$ cat src/rtl/fp_arbiter.sv
// Shares one fixed-latency FPU among NREQ requesters, then routes each result back to its issuer.
// Define FP_ARB_FIXED_PRIO_EN for fixed priority (lowest index wins); the default is round-robin.
module fp_arbiter #(
  parameter int NREQ    = 3,
  parameter int FPU_LAT = 4
) (
  input  logic                 clk,
  input  logic                 reset,
  input  logic [NREQ-1:0]      req_valid,
  output logic [NREQ-1:0]      req_ready,
  input  logic [2*NREQ-1:0]    req_op,
  input  logic [32*NREQ-1:0]   req_a,
  input  logic [32*NREQ-1:0]   req_b,
  output logic                 fpu_start,
  output logic [1:0]           fpu_op,
  output logic [31:0]          fpu_a,
  output logic [31:0]          fpu_b,
  input  logic [31:0]          fpu_result,
  output logic [NREQ-1:0]      rsp_valid,
  output logic [31:0]          rsp_data,
  input  logic                 flush,
  output logic                 busy
);

  localparam int IW   = (NREQ > 1) ? $clog2(NREQ) : 1;
  localparam int LAST = FPU_LAT - 1;

  typedef enum logic [1:0] {
    RUN   = 2'd0,
    DRAIN = 2'd1,
    HALT  = 2'd2
  } state_t;

  state_t state_q;

  logic [NREQ-1:0] gnt_oh;
  logic [IW-1:0]   gnt_idx;
  logic            gnt_any;
  logic            grant_en;
  logic            accept;

  logic [1:0]      sel_op;
  logic [31:0]     sel_a;
  logic [31:0]     sel_b;

  logic            fpu_start_q;
  logic [1:0]      fpu_op_q;
  logic [31:0]     fpu_a_q;
  logic [31:0]     fpu_b_q;
  logic [IW-1:0]   issue_tag_q;

  logic [FPU_LAT-1:0] slot_vld_q;
  logic [IW-1:0]      slot_tag_q [FPU_LAT];

  logic [NREQ-1:0] rsp_oh;
  logic [NREQ-1:0] rsp_valid_q;
  logic [31:0]     rsp_data_q;
  logic            busy_w;

`ifdef FP_ARB_FIXED_PRIO_EN
  // Scan from the top so the lowest valid index is the last one written.
  always_comb begin
    gnt_oh  = '0;
    gnt_idx = '0;
    gnt_any = 1'b0;
    for (int k = NREQ - 1; k >= 0; k--) begin
      if (req_valid[k]) begin
        gnt_oh    = '0;
        gnt_oh[k] = 1'b1;
        gnt_idx   = IW'(k);
        gnt_any   = 1'b1;
      end
    end
  end
`else
  logic [IW-1:0] ptr_q;
  logic [IW-1:0] ptr_d;
  int            cand;

  // Walk from the farthest offset back to the pointer so the nearest valid requester wins.
  always_comb begin
    gnt_oh  = '0;
    gnt_idx = '0;
    gnt_any = 1'b0;
    cand    = 0;
    for (int k = NREQ - 1; k >= 0; k--) begin
      cand = (int'(ptr_q) + k) % NREQ;
      if (req_valid[cand]) begin
        gnt_oh       = '0;
        gnt_oh[cand] = 1'b1;
        gnt_idx      = IW'(cand);
        gnt_any      = 1'b1;
      end
    end
  end

  always_comb begin
    ptr_d = ptr_q;
    if (accept) begin
      ptr_d = (int'(gnt_idx) == NREQ - 1) ? '0 : gnt_idx + IW'(1);
    end
  end

  always_ff @(posedge clk or negedge reset) begin
    if (!reset) begin
      ptr_q <= '0;
    end else begin
      ptr_q <= ptr_d;
    end
  end
`endif

  // Reset gates the grant combinationally so req_ready drops the moment reset asserts.
  assign grant_en  = reset && (state_q == RUN) && !flush;
  assign req_ready = grant_en ? gnt_oh : '0;
  assign accept    = grant_en && gnt_any;

  always_comb begin
    sel_op = req_op[2*int'(gnt_idx) +: 2];
    sel_a  = req_a[32*int'(gnt_idx) +: 32];
    sel_b  = req_b[32*int'(gnt_idx) +: 32];
  end

  always_ff @(posedge clk or negedge reset) begin
    if (!reset) begin
      fpu_start_q <= 1'b0;
      fpu_op_q    <= 2'b00;
      fpu_a_q     <= '0;
      fpu_b_q     <= '0;
      issue_tag_q <= '0;
    end else begin
      fpu_start_q <= accept;
      if (accept) begin
        fpu_op_q    <= sel_op;
        fpu_a_q     <= sel_a;
        fpu_b_q     <= sel_b;
        issue_tag_q <= gnt_idx;
      end
    end
  end

  // Slot k holds the issuer of the operation that started k+1 cycles ago.
  always_ff @(posedge clk or negedge reset) begin
    if (!reset) begin
      slot_vld_q <= '0;
      for (int k = 0; k < FPU_LAT; k++) begin
        slot_tag_q[k] <= '0;
      end
    end else begin
      slot_vld_q[0] <= fpu_start_q;
      slot_tag_q[0] <= issue_tag_q;
      for (int k = 1; k < FPU_LAT; k++) begin
        slot_vld_q[k] <= slot_vld_q[k-1];
        slot_tag_q[k] <= slot_tag_q[k-1];
      end
    end
  end

  genvar gi;
  generate
    for (gi = 0; gi < NREQ; gi++) begin : g_rsp_route
      assign rsp_oh[gi] = slot_vld_q[LAST] && (slot_tag_q[LAST] == IW'(gi));
    end
  endgenerate

  always_ff @(posedge clk or negedge reset) begin
    if (!reset) begin
      rsp_valid_q <= '0;
      rsp_data_q  <= '0;
    end else begin
      rsp_valid_q <= rsp_oh;
      if (slot_vld_q[LAST]) begin
        rsp_data_q <= fpu_result;
      end
    end
  end

  assign busy_w = fpu_start_q || (|slot_vld_q);

  always_ff @(posedge clk or negedge reset) begin
    if (!reset) begin
      state_q <= RUN;
    end else begin
      case (state_q)
        RUN: begin
          if (flush) begin
            state_q <= DRAIN;
          end
        end
        DRAIN: begin
          if (!busy_w) begin
            state_q <= flush ? HALT : RUN;
          end
        end
        HALT: begin
          if (!flush) begin
            state_q <= RUN;
          end
        end
        default: state_q <= RUN;
      endcase
    end
  end

  assign fpu_start = fpu_start_q;
  assign fpu_op    = fpu_op_q;
  assign fpu_a     = fpu_a_q;
  assign fpu_b     = fpu_b_q;
  assign rsp_valid = rsp_valid_q;
  assign rsp_data  = rsp_data_q;
  assign busy      = busy_w;

endmodule

$ cat config.mk
export PLATFORM = sky130hd
export DESIGN_NAME = fp_arbiter
export DESIGN_NICKNAME = d
export VERILOG_FILES = /design/src/rtl/fp_arbiter.sv
export SDC_FILE = /design/constraint.sdc
export NUM_CORES = 1
export LEC_CHECK = 0
export CORE_AREA = 2 2 132 134
export DETAILED_ROUTE_END_ITERATION = 16
export DIE_AREA = 0 0 134 136
export MAX_ROUTING_LAYER = met4
export PLACE_DENSITY = 0.81
export SYNTH_ARGS = -nofsm -noshare
export SYNTH_HDL_FRONTEND = slang
export SYNTH_SLANG_ARGS = --single-unit
export TNS_END_PERCENT = 10
$ cat constraint.sdc
create_clock -name clk -period 2.8 [get_ports clk]
set_input_delay 0.42 -clock clk [delete_from_list [all_inputs] [get_ports clk]]
set_output_delay 0.42 -clock clk [all_outputs]
set_load 0.05 [all_outputs]
==> run summary <==
This note records the results obtained with Yosys and OpenROAD.

Drt
For this run, design rule violations remaining after detail routing come to 0. For this run, the detailed router reports a per-instance via density of 5.11. After detailed routing, the total wire length is 19,500 um.

Floorplanning
From bottom edge to top edge, the die measures 136 um. The row count is 48. The initial utilization of the core area, before any placement, comes to 33.0%. Per the OpenROAD floorplan log, the area of the core is 16,900 um^2.

Synth
During synthesis, Yosys emitted a total of 0 warnings. The post-synthesis sequential area ratio is 53.9%. Dividing the synthesized area by the synthesized cell count gives 12.1 um^2. Per the synthesis report, the single largest cell type by area occupies 53.9% of cell area.

The number of cell instances after yosys synthesis is 460. The netlist uses 42 different library cells. The count of library flops with an enable pin is 0. By count the netlist is led by sky130_fd_sc_hd__dfrtp_1, sky130_fd_sc_hd__mux2i_1, sky130_fd_sc_hd__a22oi_1.

Global route
Global routing consumed, over all layers together, 21.4% of the routing resources. The total overflow left after global routing is 0. The first global-routing pass estimated 29,100 um of wire.

Critical path
The reg-to-reg startpoint is ptr_q[0]$_DFFE_PN0P_. Following the worst setup path forward leads to its endpoint at req_ready[0]. Listed in order, past its start point the critical path passes inv_2 > ha_1 > nand2b_2 > a2111oi_4 > a211oi_1 > a211oi_1 > buf_4 > buf_12.

The setup path with the least slack is of type reg -> out. The launching element type of the critical path is a flip-flop. The most numerous cell type found on the critical path is sky130_fd_sc_hd__a211oi_1.

Cells and area
The count of cells in the finished layout, fillers not included, comes to 1,044. The most frequent logic cell in the layout is sky130_fd_sc_hd__clkdlybuf4s50_1. The post-route netlist has 13.1% of its cells at a drive strength greater than 1.

The diode insertion count for antenna repair is 0. The post-route utilization of the core is recorded as 59.4%. In the layout the commonest cells are sky130_fd_sc_hd__clkdlybuf4s50_1, sky130_fd_sc_hd__dfrtp_1, sky130_fd_sc_hd__mux2i_1. Registers take 3000 um^2.

Placement
Once placement finished, the instance area stood at 9340 um^2. The total instance count after detailed placement is 1,008. The count of buffers added on input and output ports is 341.

The last weighted congestion value of the routability-driven placer is 0.853.

Power and ir drop
Looking at the VDD voltage map, the peak drop is 0.000749 V. After layout, the design draws a total of 12,400 uW. The internal portion of the total power is 6790 uW.

CTS
TritonCTS created 17 clock buffers. The root buffer cell is sky130_fd_sc_hd__clkbuf_16. For reference, the clock transition at the flip-flops on the worst setup and hold paths is 0.06 ns.

Timing
The final hold violation count recorded for this run is 0.

Status
The flow ran to the end, and the final reports show no timing, DRC or antenna violations.

Run
The number of warnings reported in the stage logs is 31.

Min path
Note that the worst hold path type here is in -> async.
==> cells by family after synthesis <==
logic type	after synthesis	synth area share, %
buffers and inverters	44	3.95
AND-OR/OR-AND	158	18.5
adder cells (fa/ha/maj)	4	0.899
flip-flops	120	53.9
multiplexers	104	19.5
AND/OR/NAND/NOR	30	3.28
==> critical path: cells and delay by family, from the launching register on <==
family                     cells  cell delay, ns
DFF                            1            0.40
and+or+nand+nor                1            0.25
adders and majority gates      1            0.25
AOI/OAI and AO/OA              3            0.70
buffers and inverters          3            0.35
==> per-layer routing <==
layer	up-vias	track usage (%)	share of wire (%)
li1	2434	-	-
met3	34	6.71	8.4
met4	0	7.74	2.4
met1	2594	24.0	38
met5	-	-	0
met2	274	36.0	51
==> area by class of cell <==
| cell class | instances | share of cell area [%] |
|---|---|---|
| clock buffers | 21 | 4.49 |
| repair buffers | 364 | 36.7 |
| well taps | 225 | 2.81 |
| multi-input cells | 296 | 24.3 |
| clock inverters | 11 | 1.46 |
| flip-flops and latches | 120 | 29.9 |
| inverters | 7 | 0.299 |
==> what timing repair did <==
action,CTS,global route
pin swaps,0,2
gates resized,5,9
endpoints found under the setup margin,4,3
buffers inserted,1,3
==> sequential cells by signal (all words and copies together), names as in the netlist <==
register,flops
issue_tag_q,2
slot_tag_q,8
state_q,2
fpu_a,32
slot_vld_q,4
ptr_q,2
rsp_valid,3
fpu_b,32
rsp_data,32
fpu_start,1
fpu_op,2
==> power by group through the flow <==
stage / logic (uW) / clock network [uW] / registers [uW]
5_1_grt: 7560 / 2340 / 3090
2_1_floorplan: 2180 / 0 / 5370
3_3_place_gp: 6990 / 0 / 3000
4_1_cts: 7150 / 2260 / 3010
6_report: 7210 / 2220 / 3010
3_5_place_dp: 7080 / 0 / 3020
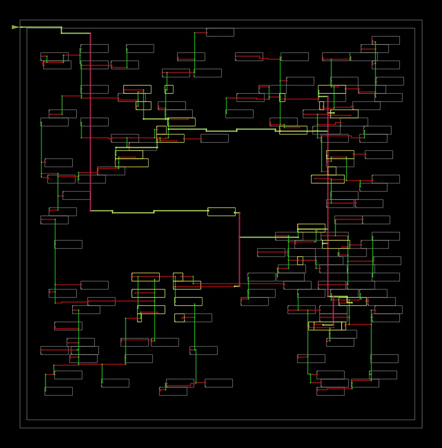
Figure 1: clock wiring as the flow saved it.
total clock sinks: 120
Clock buffer cells: 21
reported clock group power: 2220 uW
setup clock skew after layout: 0.0106 ns

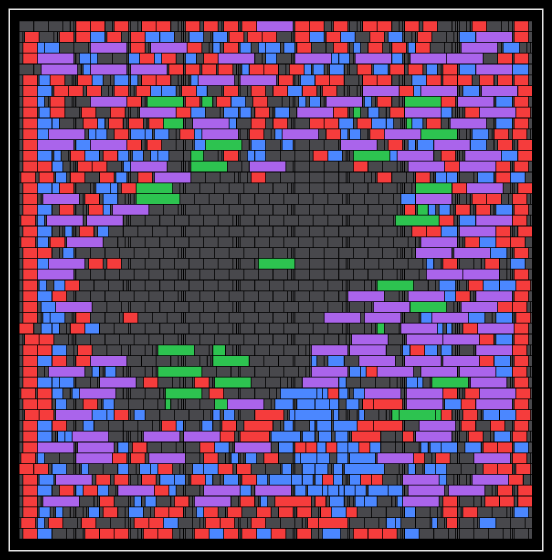
Figure 2: cells colored by class.
Fill, decap, tap and diode cells in gray.
[blue] combinational and other logic | cells: 303
[green] clock drivers and dummy loads | cells: 32
[red] remaining buffers and delay cells | cells: 364
[purple] sequential cells | cells: 120

Power is estimated from default activity; no workload was simulated.
